$ cat config.mk
export PLATFORM = sky130hd
export DESIGN_NAME = kf6845_register_write_scheduler_flat
export DESIGN_NICKNAME = d
export VERILOG_FILES = /design/src/rtl/kf6845_register_write_scheduler_if.sv /design/src/rtl/kf6845_register_write_scheduler.sv /design/src/flat_wrapper.sv
export SDC_FILE = /design/constraint.sdc
export NUM_CORES = 1
export LEC_CHECK = 0
export CORE_UTILIZATION = 32
export CTS_CLUSTER_SIZE = 16
export DETAILED_ROUTE_END_ITERATION = 10
export PLACE_DENSITY = 0.49
export SLEW_MARGIN = 5
export SYNTH_ARGS = -nofsm -noshare
export SYNTH_HDL_FRONTEND = slang
export SYNTH_SLANG_ARGS = --single-unit
$ cat constraint.sdc
create_clock -name clock -period 4.15 [get_ports clock]
set_clock_uncertainty 0.1 [all_clocks]
set_input_delay 0.83 -clock clock [delete_from_list [all_inputs] [get_ports clock]]
set_output_delay 0.83 -clock clock [all_outputs]
set_load 0.05 [all_outputs]
$ cat src/rtl/kf6845_register_write_scheduler_if.sv
// Host-side and register-bus signals of the KF6845 register write scheduler.
// master drives host writes and raster timing; slave is the scheduler itself.
interface kf6845_register_write_scheduler_if;
   logic        cpu_write;
   logic        cpu_register_select;
   logic [7:0]  cpu_data_bus;
   logic        video_clock_enable;
   logic        Horizontal;
   logic        V_Display;
   logic [7:0]  internal_data_bus;
   logic [15:0] write_register_strobe;
   logic [4:0]  address_register;
   logic        fifo_full;
   logic        busy;
   logic        write_overflow;

   modport master (
      output cpu_write, cpu_register_select, cpu_data_bus,
             video_clock_enable, Horizontal, V_Display,
      input  internal_data_bus, write_register_strobe, address_register,
             fifo_full, busy, write_overflow
   );

   modport slave (
      input  cpu_write, cpu_register_select, cpu_data_bus,
             video_clock_enable, Horizontal, V_Display,
      output internal_data_bus, write_register_strobe, address_register,
             fifo_full, busy, write_overflow
   );
endinterface

$ cat src/rtl/kf6845_register_write_scheduler.sv
// KF6845 CRTC register write scheduler: queues host data writes and replays them as strobes.
// Optional KF6845_DEFERRED_WRITE_EN holds timing registers R0..R9 until a line end in vblank.
module kf6845_register_write_scheduler #(
   parameter int FIFO_DEPTH = 4
) (
   input logic clock,
   input logic reset,
   kf6845_register_write_scheduler_if.slave bus
);
   localparam int PW = $clog2(FIFO_DEPTH);
   localparam int CW = PW + 1;

   typedef enum logic [1:0] {IDLE, ISSUE, GAP} state_t;

   state_t          state;
   logic [11:0]     mem [FIFO_DEPTH];
   logic [PW-1:0]   rd_ptr, wr_ptr;
   logic [CW-1:0]   count, count_next;
   logic [7:0]      data_q;
   logic [15:0]     strobe_q;
   logic [4:0]      addr_q;
   logic            full_q, ovf_q;
   logic [11:0]     head;
   logic            empty, full_now, go, pop, push_req, push;

   assign head     = mem[rd_ptr];
   assign empty    = (count == '0);
   assign full_now = (count == CW'(FIFO_DEPTH));

`ifdef KF6845_DEFERRED_WRITE_EN
   // Timing registers only land at the end of a line inside vertical blanking.
   assign go = (head[11:8] < 4'd10) ? (bus.Horizontal & ~bus.V_Display)
                                    : bus.video_clock_enable;
`else
   logic unused_raster;
   assign unused_raster = bus.Horizontal ^ bus.V_Display;
   assign go = bus.video_clock_enable;
`endif

   assign pop        = (state == IDLE) && !empty && go;
   assign push_req   = bus.cpu_write & bus.cpu_register_select & ~addr_q[4];
   // A pop frees a slot on the same edge, so a full queue can still accept.
   assign push       = push_req & (~full_now | pop);
   assign count_next = count + CW'(push) - CW'(pop);

   always_ff @(posedge clock) begin
      if (push) mem[wr_ptr] <= {addr_q[3:0], bus.cpu_data_bus};
   end

   always_ff @(posedge clock) begin
      if (reset) begin
         state    <= IDLE;
         rd_ptr   <= '0;
         wr_ptr   <= '0;
         count    <= '0;
         data_q   <= '0;
         strobe_q <= '0;
         addr_q   <= '0;
         full_q   <= 1'b0;
         ovf_q    <= 1'b0;
      end else begin
         if (push) wr_ptr <= wr_ptr + 1'b1;
         if (pop)  rd_ptr <= rd_ptr + 1'b1;
         count  <= count_next;
         full_q <= (count_next == CW'(FIFO_DEPTH));
         ovf_q  <= push_req & ~push;
         if (bus.cpu_write && !bus.cpu_register_select) addr_q <= bus.cpu_data_bus[4:0];
         case (state)
            IDLE: if (pop) begin
               state    <= ISSUE;
               data_q   <= head[7:0];
               strobe_q <= 16'd1 << head[11:8];
            end
            ISSUE: begin
               state    <= GAP;
               strobe_q <= '0;
            end
            GAP:     state <= IDLE;
            default: state <= IDLE;
         endcase
      end
   end

   assign bus.internal_data_bus     = data_q;
   assign bus.write_register_strobe = strobe_q;
   assign bus.address_register      = addr_q;
   assign bus.fifo_full             = full_q;
   assign bus.write_overflow        = ovf_q;
   assign bus.busy                  = !empty || (state != IDLE);
endmodule

$ cat src/flat_wrapper.sv
// flat-port wrapper written by rule: the top's interface ports become plain ports
module kf6845_register_write_scheduler_flat 
#(
   parameter int FIFO_DEPTH = 4
)
  (clock, reset, bus_cpu_write, bus_cpu_register_select, bus_cpu_data_bus, bus_video_clock_enable, bus_Horizontal, bus_V_Display, bus_internal_data_bus, bus_write_register_strobe, bus_address_register, bus_fifo_full, bus_busy, bus_write_overflow);
  kf6845_register_write_scheduler_if bus_i ();
  input logic clock;
  input logic reset;
  input wire logic [$bits(bus_i.cpu_write)-1:0] bus_cpu_write;
  input wire logic [$bits(bus_i.cpu_register_select)-1:0] bus_cpu_register_select;
  input wire logic [$bits(bus_i.cpu_data_bus)-1:0] bus_cpu_data_bus;
  input wire logic [$bits(bus_i.video_clock_enable)-1:0] bus_video_clock_enable;
  input wire logic [$bits(bus_i.Horizontal)-1:0] bus_Horizontal;
  input wire logic [$bits(bus_i.V_Display)-1:0] bus_V_Display;
  output wire logic [$bits(bus_i.internal_data_bus)-1:0] bus_internal_data_bus;
  output wire logic [$bits(bus_i.write_register_strobe)-1:0] bus_write_register_strobe;
  output wire logic [$bits(bus_i.address_register)-1:0] bus_address_register;
  output wire logic [$bits(bus_i.fifo_full)-1:0] bus_fifo_full;
  output wire logic [$bits(bus_i.busy)-1:0] bus_busy;
  output wire logic [$bits(bus_i.write_overflow)-1:0] bus_write_overflow;
  assign bus_i.cpu_write = bus_cpu_write;
  assign bus_i.cpu_register_select = bus_cpu_register_select;
  assign bus_i.cpu_data_bus = bus_cpu_data_bus;
  assign bus_i.video_clock_enable = bus_video_clock_enable;
  assign bus_i.Horizontal = bus_Horizontal;
  assign bus_i.V_Display = bus_V_Display;
  assign bus_internal_data_bus = bus_i.internal_data_bus;
  assign bus_write_register_strobe = bus_i.write_register_strobe;
  assign bus_address_register = bus_i.address_register;
  assign bus_fifo_full = bus_i.fifo_full;
  assign bus_busy = bus_i.busy;
  assign bus_write_overflow = bus_i.write_overflow;
  kf6845_register_write_scheduler #(.FIFO_DEPTH(FIFO_DEPTH)) u_core (.clock(clock), .reset(reset), .bus(bus_i));
endmodule
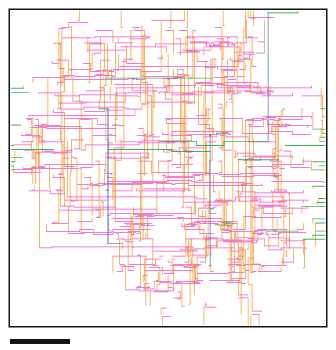
run_1/wires.png
The bar under the picture is 20 µm long.
[metal 3] green | wire length: 267 µm
[metal 4] blue | wire length: 131 µm
[metal 2] orange | wire length: 3000 µm
[metal 1] magenta | wire length: 3130 µm
Wirelength per Cell: 15.8 µm
final WL: 6530 µm

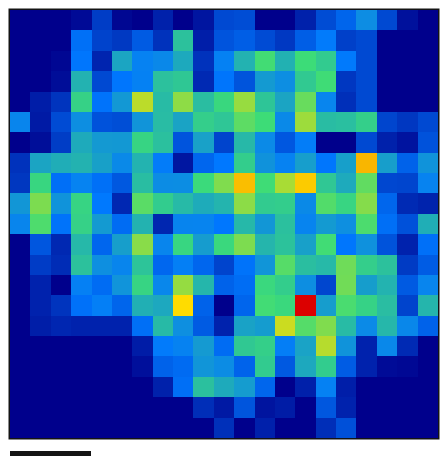
run_1/metal_density.png
The bar under the picture is 20 µm long. 21 x 21 tiles, from dark blue (low) to red (high), scaled to the fullest tile. Values are wire area over tile area, all layers added.
tiles over half the peak: 8.6%
emptiest ninth of the die: bottom left
mean over tiles: 0.092
nearly empty tiles: 22%
fullest tile: 0.39
densest ninth of the die: middle

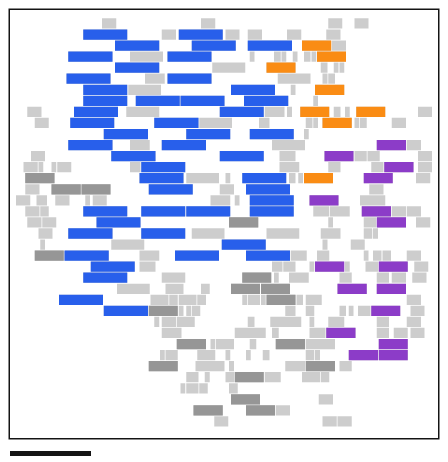
run_1/flops_by_reg.png
The bar under the picture is 20 µm long. Other sequential cells in the stronger gray, the rest of the logic in the fainter gray.
[u_core.mem] blue | flops: 48
[u_core.bus.write_register_strobe] purple | flops: 16
[u_core.bus.internal_data_bus] orange | flops: 8 | where: top right
not colored: 18
Final Util: 0.405
Seq/total area: 0.546

==> deck_impl_summary.md, run 1 <==
Key Metrics from the Run

Layout
  • Non-CTS buffers: 45
  • Reg with most FFs: u_core.mem
  • Dominant kind of cell: registers
  • Most frequent logic cell in the layout: edfxtp_1
  • Most numerous logic cells after layout: edfxtp_1 (48), clkdlybuf4s50_1 (44), dfxtp_1 (42)

Power and ir drop
  • Static Leak: 1.40 nW
  • Int Pwr: 1.55 mW
  • Clock group total power: 0.586 mW
  • Sw frac: 0.360

Die
  • Die area: 0.0111 mm²
  • Height of the die: 105 µm

Setup path
  • Family with the most delay on the worst path: simple AND/OR/NAND/NOR gates
  • Crit path launch type: flop
  • Reg2reg start: u_core.count[1]
  • Worst reg2reg endpoint: u_core.bus.fifo_full
  • Reg2reg setup slack: 1.55 ns
  • R2R cell count: 10
  • Critical path fanouts, max: 5
  • Slowest stage delay, CP: 0.70 ns

Drt
  • WL met1: 3130 µm
  • Top sig layer: met4
  • Violation tally from detailed-route iteration zero: 46

Worst hold path
  • Worst hold endpoint: u_core.bus.internal_data_bus[5]
  • WHS Path Cells: 2

Clocking
  • CTS H-tree lvls: 3
  • Num CTS Buffers: 9
  • Clk pin slew, worst setup/hold paths: 0.10 ns

Logic synthesis
  • Top cells by area: edfxtp_1 (42%), dfxtp_1 (25%), mux4_2 (7.9%)
  • Area fraction in mux cells: 0.0967
  • List of most frequent post-synthesis cells: edfxtp_1 (48), dfxtp_1 (42), nand2_1 (19)
  • Simple-gate area share of the yosys netlist: 0.102
  • Syn avg cell area: 15.2 µm²

Timing
  • Setup_tns: 0 ns
  • Setup slack after layout: 1.04 ns

Outcome
  • Outcome: finished, final reports clean

Place
  • Pre-CTS setup slack: 0.672 ns
  • Hpwl dp: 4410 µm

Job
  • Max Cap Violations: 0

GRT
  • First-pass GRT wire length: 10100 µm
  • Initial antenna violation count: 0
run_1/placement_by_type.png
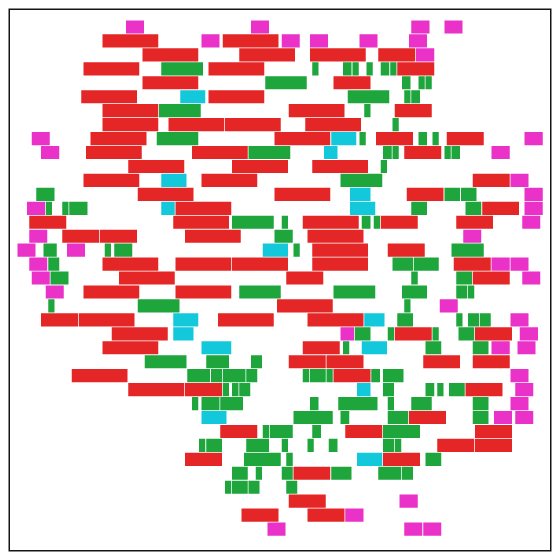

==> inputs of run 2 (changes only) <==
==> constraint.sdc (replaced) <==
create_clock -name clock -period 3.1 [get_ports clock]
set_clock_uncertainty 0.1 [all_clocks]
set_input_delay 0.62 -clock clock [delete_from_list [all_inputs] [get_ports clock]]
set_output_delay 0.62 -clock clock [all_outputs]
set_load 0.05 [all_outputs]
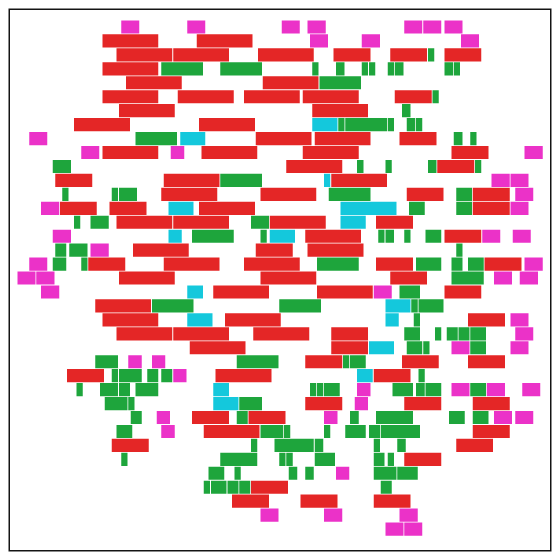
run_2/placement_by_type.png
[flops] red | cells: 90 | share of their area: 56%
[other buffers and delay cells] magenta | cells: 54 | share of their area: 13%
[clock drivers and dummy loads] cyan | cells: 16 | share of their area: 4.9%
[combinational and other logic] green | cells: 127 | share of their area: 27%

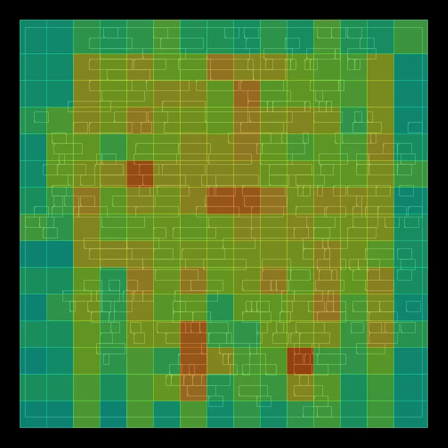
run_2/congestion.png
met3 Resource Use GR: 0.0365
Wirelength per Cell: 15.3 µm
grt peak-use layer: met2
GRT Total Usage: 0.128

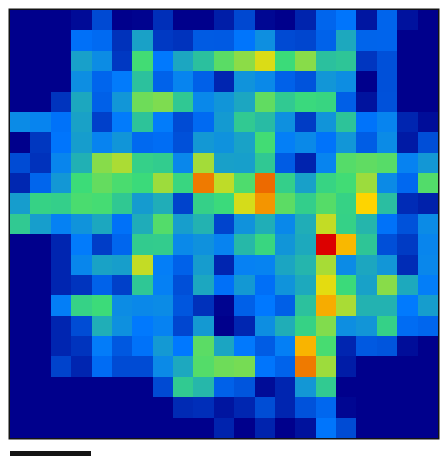
run_2/metal_density.png
The bar under the picture is 20 µm long. 21 x 21 tiles, from dark blue (low) to red (high), scaled to the fullest tile. Values are wire area over tile area, all layers added.
fullest tile: 0.36
tiles over half the peak: 12%
nearly empty tiles: 21%
mean over tiles: 0.090
via count: 1930
final WL: 6460 µm

==> run 2 against run 1 <==
Net effect: setup slack worse by 0.80 ns; combinational power is 41% higher; via count increased by 1.5%; critical path type unchanged; largest power group unchanged.
==> deck_impl_summary.md, run 2 <==
Key Metrics from the Run

Setup path
  • Slowest stage delay, CP: 0.70 ns (about the same)
  • Critical path fanouts, max: 5 (unchanged)
  • R2R cell count: 10 (unchanged)
  • Reg2reg start: u_core.count[1] (unchanged)
  • Reg2reg setup slack: 0.70 ns (was 1.55 ns)
  • Family with the most delay on the worst path: simple AND/OR/NAND/NOR gates (unchanged)
  • End of the critical path: bus_busy (unchanged)
  • Worst reg2reg endpoint: u_core.bus.fifo_full (unchanged)
  • Crit path launch type: flop (unchanged)
  • Crit. Startpoint: u_core.count[1] (unchanged)
  • Buf/Inv on CP: 1 (unchanged)

Place
  • IO buf count: 44 (unchanged)
  • Hpwl dp: 4450 µm (was 4410 µm)
  • Pre-CTS setup slack: 0.176 ns (was 0.672 ns)

Logic synthesis
  • List of most frequent post-synthesis cells: edfxtp_1 (48), dfxtp_1 (42), nand2_1 (19) (unchanged)
  • Area fraction in mux cells: 0.0967 (unchanged)
  • Simple-gate area share of the yosys netlist: 0.102 (unchanged)
  • Top cells by area: edfxtp_1 (42%), dfxtp_1 (25%), mux4_2 (7.9%) (unchanged)
  • AND-OR/OR-AND Cells, Area Fraction: 0.0689 (unchanged)
  • Syn avg cell area: 15.2 µm² (unchanged)
  • Ys cells: 225 (unchanged)

GRT
  • Met2 usage: 0.185 (was 0.190)
  • First-pass GRT wire length: 10600 µm (was 10100 µm)
  • Total gr overflow: 0 (unchanged)
  • Vias in the first global route: 1916 (was 1851)
  • Initial antenna violation count: 0 (unchanged)

Clocking
  • Clk pin slew, worst setup/hold paths: 0.09 ns (was 0.10 ns)
  • Num CTS Buffers: 9 (unchanged)
  • Post-CTS sizing: 0 (unchanged)
  • CTS H-tree lvls: 3 (unchanged)
  • Clock buffer depth: 2 (unchanged)

Power and ir drop
  • Int Pwr: 2.17 mW (was 1.55 mW)
  • Sw frac: 0.340 (was 0.360)
  • Clock Power Share: 0.246 (was 0.243)
  • Combinational Power Share: 0.307 (was 0.297)
  • Static Leak: 1.45 nW (was 1.40 nW)
  • Clock group total power: 0.806 mW (was 0.586 mW)
  • Seq pwr share: 0.447 (was 0.460)

Layout
  • Cell area after layout: 0.00425 mm² (was 0.00418 mm²)
  • Max FFs per register: 48 (unchanged)
  • Seq/total area: 0.537 (was 0.546)
  • Comb/total area: 0.247 (was 0.252)
  • Logic area: 0.00105 mm² (unchanged)
  • Non-CTS buffers: 54 (was 45)
  • Reg with most FFs: u_core.mem (unchanged)
  • Final Util: 0.412 (was 0.405)
  • Dominant kind of cell: registers (unchanged)
  • Most numerous logic cells after layout: edfxtp_1 (48), clkdlybuf4s50_1 (44), dfxtp_1 (42) (unchanged)
  • Most frequent logic cell in the layout: edfxtp_1 (unchanged)

Timing
  • Setup_tns: 0 ns (unchanged)
  • Setup slack after layout: 0.238 ns (was 1.04 ns)
  • Fin crit share: 0.923
  • Slew of the pin with the lowest slew margin: 0.671 ns (was 0.878 ns)
  • Max-slew violations: 0 (unchanged)

Drt
  • Top sig layer: met4 (unchanged)
  • Violation tally from detailed-route iteration zero: 45 (was 46)
  • WL met1: 3170 µm (was 3130 µm)

Outcome
  • Outcome: finished, final reports clean (unchanged)

Die
  • Core area: 0.0103 mm² (unchanged)
  • Height of the die: 105 µm (unchanged)
  • Die area: 0.0111 mm² (unchanged)
  • I/O pin count: 47 (unchanged)

Worst hold path
  • WHS Path Cells: 2 (unchanged)
  • Worst hold endpoint: u_core.bus.internal_data_bus[6] (was u_core.bus.internal_data_bus[5])

Job
  • Max Cap Violations: 0 (unchanged)
run_2/flops_by_reg.png
The bar under the picture is 20 µm long. Other sequential cells in the stronger gray, the rest of the logic in the fainter gray.
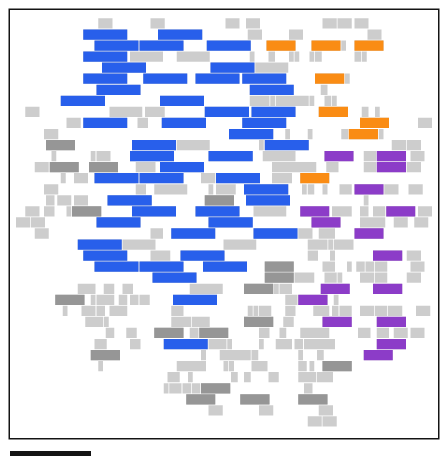

==> inputs of run 3 (changes only) <==
--- a/config.mk
+++ b/config.mk
@@ -8,7 +8,7 @@
 export CORE_UTILIZATION = 32
 export CTS_CLUSTER_SIZE = 16
 export DETAILED_ROUTE_END_ITERATION = 10
-export PLACE_DENSITY = 0.49
+export PLACE_DENSITY = 0.51
 export SLEW_MARGIN = 5
 export SYNTH_ARGS = -nofsm -noshare
 export SYNTH_HDL_FRONTEND = slang
==> constraint.sdc (replaced) <==
create_clock -name clock -period 2.6 [get_ports clock]
set_clock_uncertainty 0.1 [all_clocks]
set_input_delay 0.52 -clock clock [delete_from_list [all_inputs] [get_ports clock]]
set_output_delay 0.52 -clock clock [all_outputs]
set_load 0.05 [all_outputs]
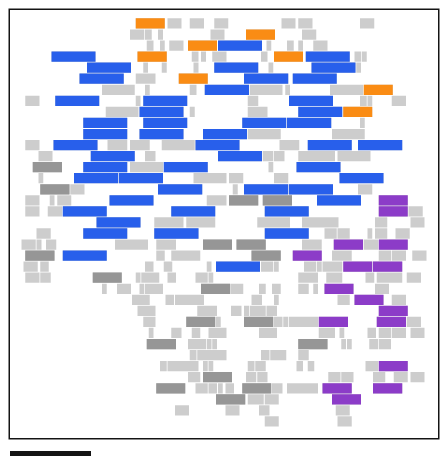
run_3/flops_by_reg.png
The bar under the picture is 20 µm long. Other sequential cells in the stronger gray, the rest of the logic in the fainter gray.
[u_core.bus.internal_data_bus] orange | flops: 8
[u_core.bus.write_register_strobe] purple | flops: 16
[u_core.mem] blue | flops: 48
Final Util: 0.424
register area: 0.00228 mm²
Seq/total area: 0.522

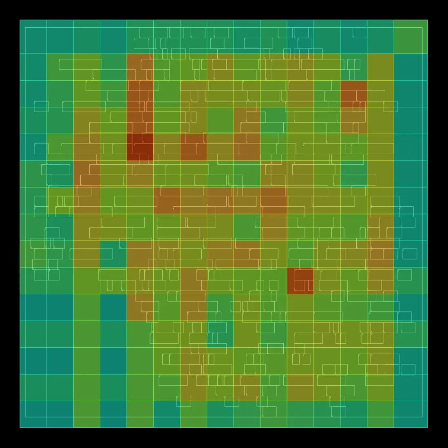
run_3/congestion.png
GRT Total Usage: 0.127
met2 usage: 0.206
met1 usage: 0.159
Wirelength per Cell: 14.9 µm

==> run 3 against run 2 <==
Net effect: cell area grew 2.9%; count of clock-buffer cells in the layout grew 4; sequential power grew 17%; non-clock buffer count grew 8; combinational power grew 27%; cell count grew 1.9%; first-iteration DRC count grew 44%; core utilization grew 1.2 points; critical path depth grew 8; critical path type is now in -> reg.
==> deck_impl_summary.md, run 3 <==
Key Metrics from the Run

Clocking
  • Clk pin slew, worst setup/hold paths: 0.08 ns (was 0.09 ns)
  • Post-CTS sizing: 0 (unchanged)
  • Clock buffer depth: 2 (unchanged)

GRT
  • Grt peak-use layer: met2 (unchanged)
  • Total gr overflow: 0 (unchanged)
  • Met3 Resource Use GR: 0.0377 (was 0.0365)
  • Initial antenna violation count: 0 (unchanged)
  • First-pass GRT wire length: 10400 µm (was 10600 µm)

Logic synthesis
  • Area fraction in mux cells: 0.0967 (unchanged)
  • Syn avg cell area: 15.2 µm² (unchanged)
  • Simple-gate area share of the yosys netlist: 0.102 (unchanged)
  • Top cells by area: edfxtp_1 (42%), dfxtp_1 (25%), mux4_2 (7.9%) (unchanged)

Setup path
  • R2R cell count: 10 (unchanged)
  • Slowest stage delay, CP: 0.47 ns (was 0.70 ns)
  • Critical path fanouts, max: 2 (was 5)
  • Crit. Startpoint: bus_video_clock_enable (was u_core.count[1])
  • End of the critical path: u_core.bus.fifo_full (was bus_busy)
  • Worst reg2reg endpoint: u_core.bus.fifo_full (unchanged)
  • Crit path launch type: primary input (was flop)
  • Buf/Inv on CP: 3 (was 1)
  • Reg2reg start: u_core.count[0] (was u_core.count[1])

Die
  • Core area: 0.0103 mm² (unchanged)
  • Die area: 0.0111 mm² (unchanged)
  • I/O pin count: 47 (unchanged)

Power and ir drop
  • Combinational Power Share: 0.322 (was 0.307)
  • Clock Power Share: 0.247 (was 0.246)
  • Int Pwr: 2.67 mW (was 2.17 mW)

Layout
  • Cell area after layout: 0.00438 mm² (was 0.00425 mm²)
  • Non-CTS buffers: 62 (was 54)
  • Max FFs per register: 48 (unchanged)
  • Dominant kind of cell: registers (unchanged)

Timing
  • Setup_tns: 0 ns (unchanged)
  • Max-slew violations: 0 (unchanged)
  • Setup slack after layout: 0.233 ns (was 0.238 ns)
  • Slew of the pin with the lowest slew margin: 0.686 ns (was 0.671 ns)

Job
  • Max Cap Violations: 0 (unchanged)

Place
  • Pre-CTS setup slack: -0.157 ns (was 0.176 ns)
  • IO buf count: 44 (unchanged)

Outcome
  • Outcome: finished, final reports clean (unchanged)

Drt
  • Top sig layer: met4 (unchanged)
  • WL met1: 2930 µm (was 3170 µm)

Worst hold path
  • WHS Path Cells: 2 (unchanged)
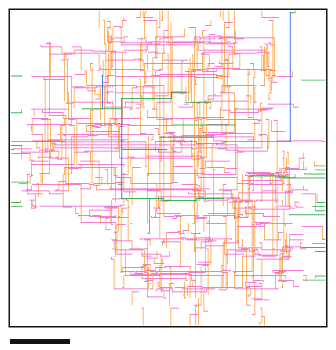
run_3/wires.png
The bar under the picture is 20 µm long.
[metal 2] orange | wire length: 3050 µm
[metal 4] blue | wire length: 98.6 µm
[metal 1] magenta | wire length: 2930 µm
[metal 3] green | wire length: 326 µm
via count: 1990
final WL: 6400 µm

Power is estimated from default activity; no workload was simulated.
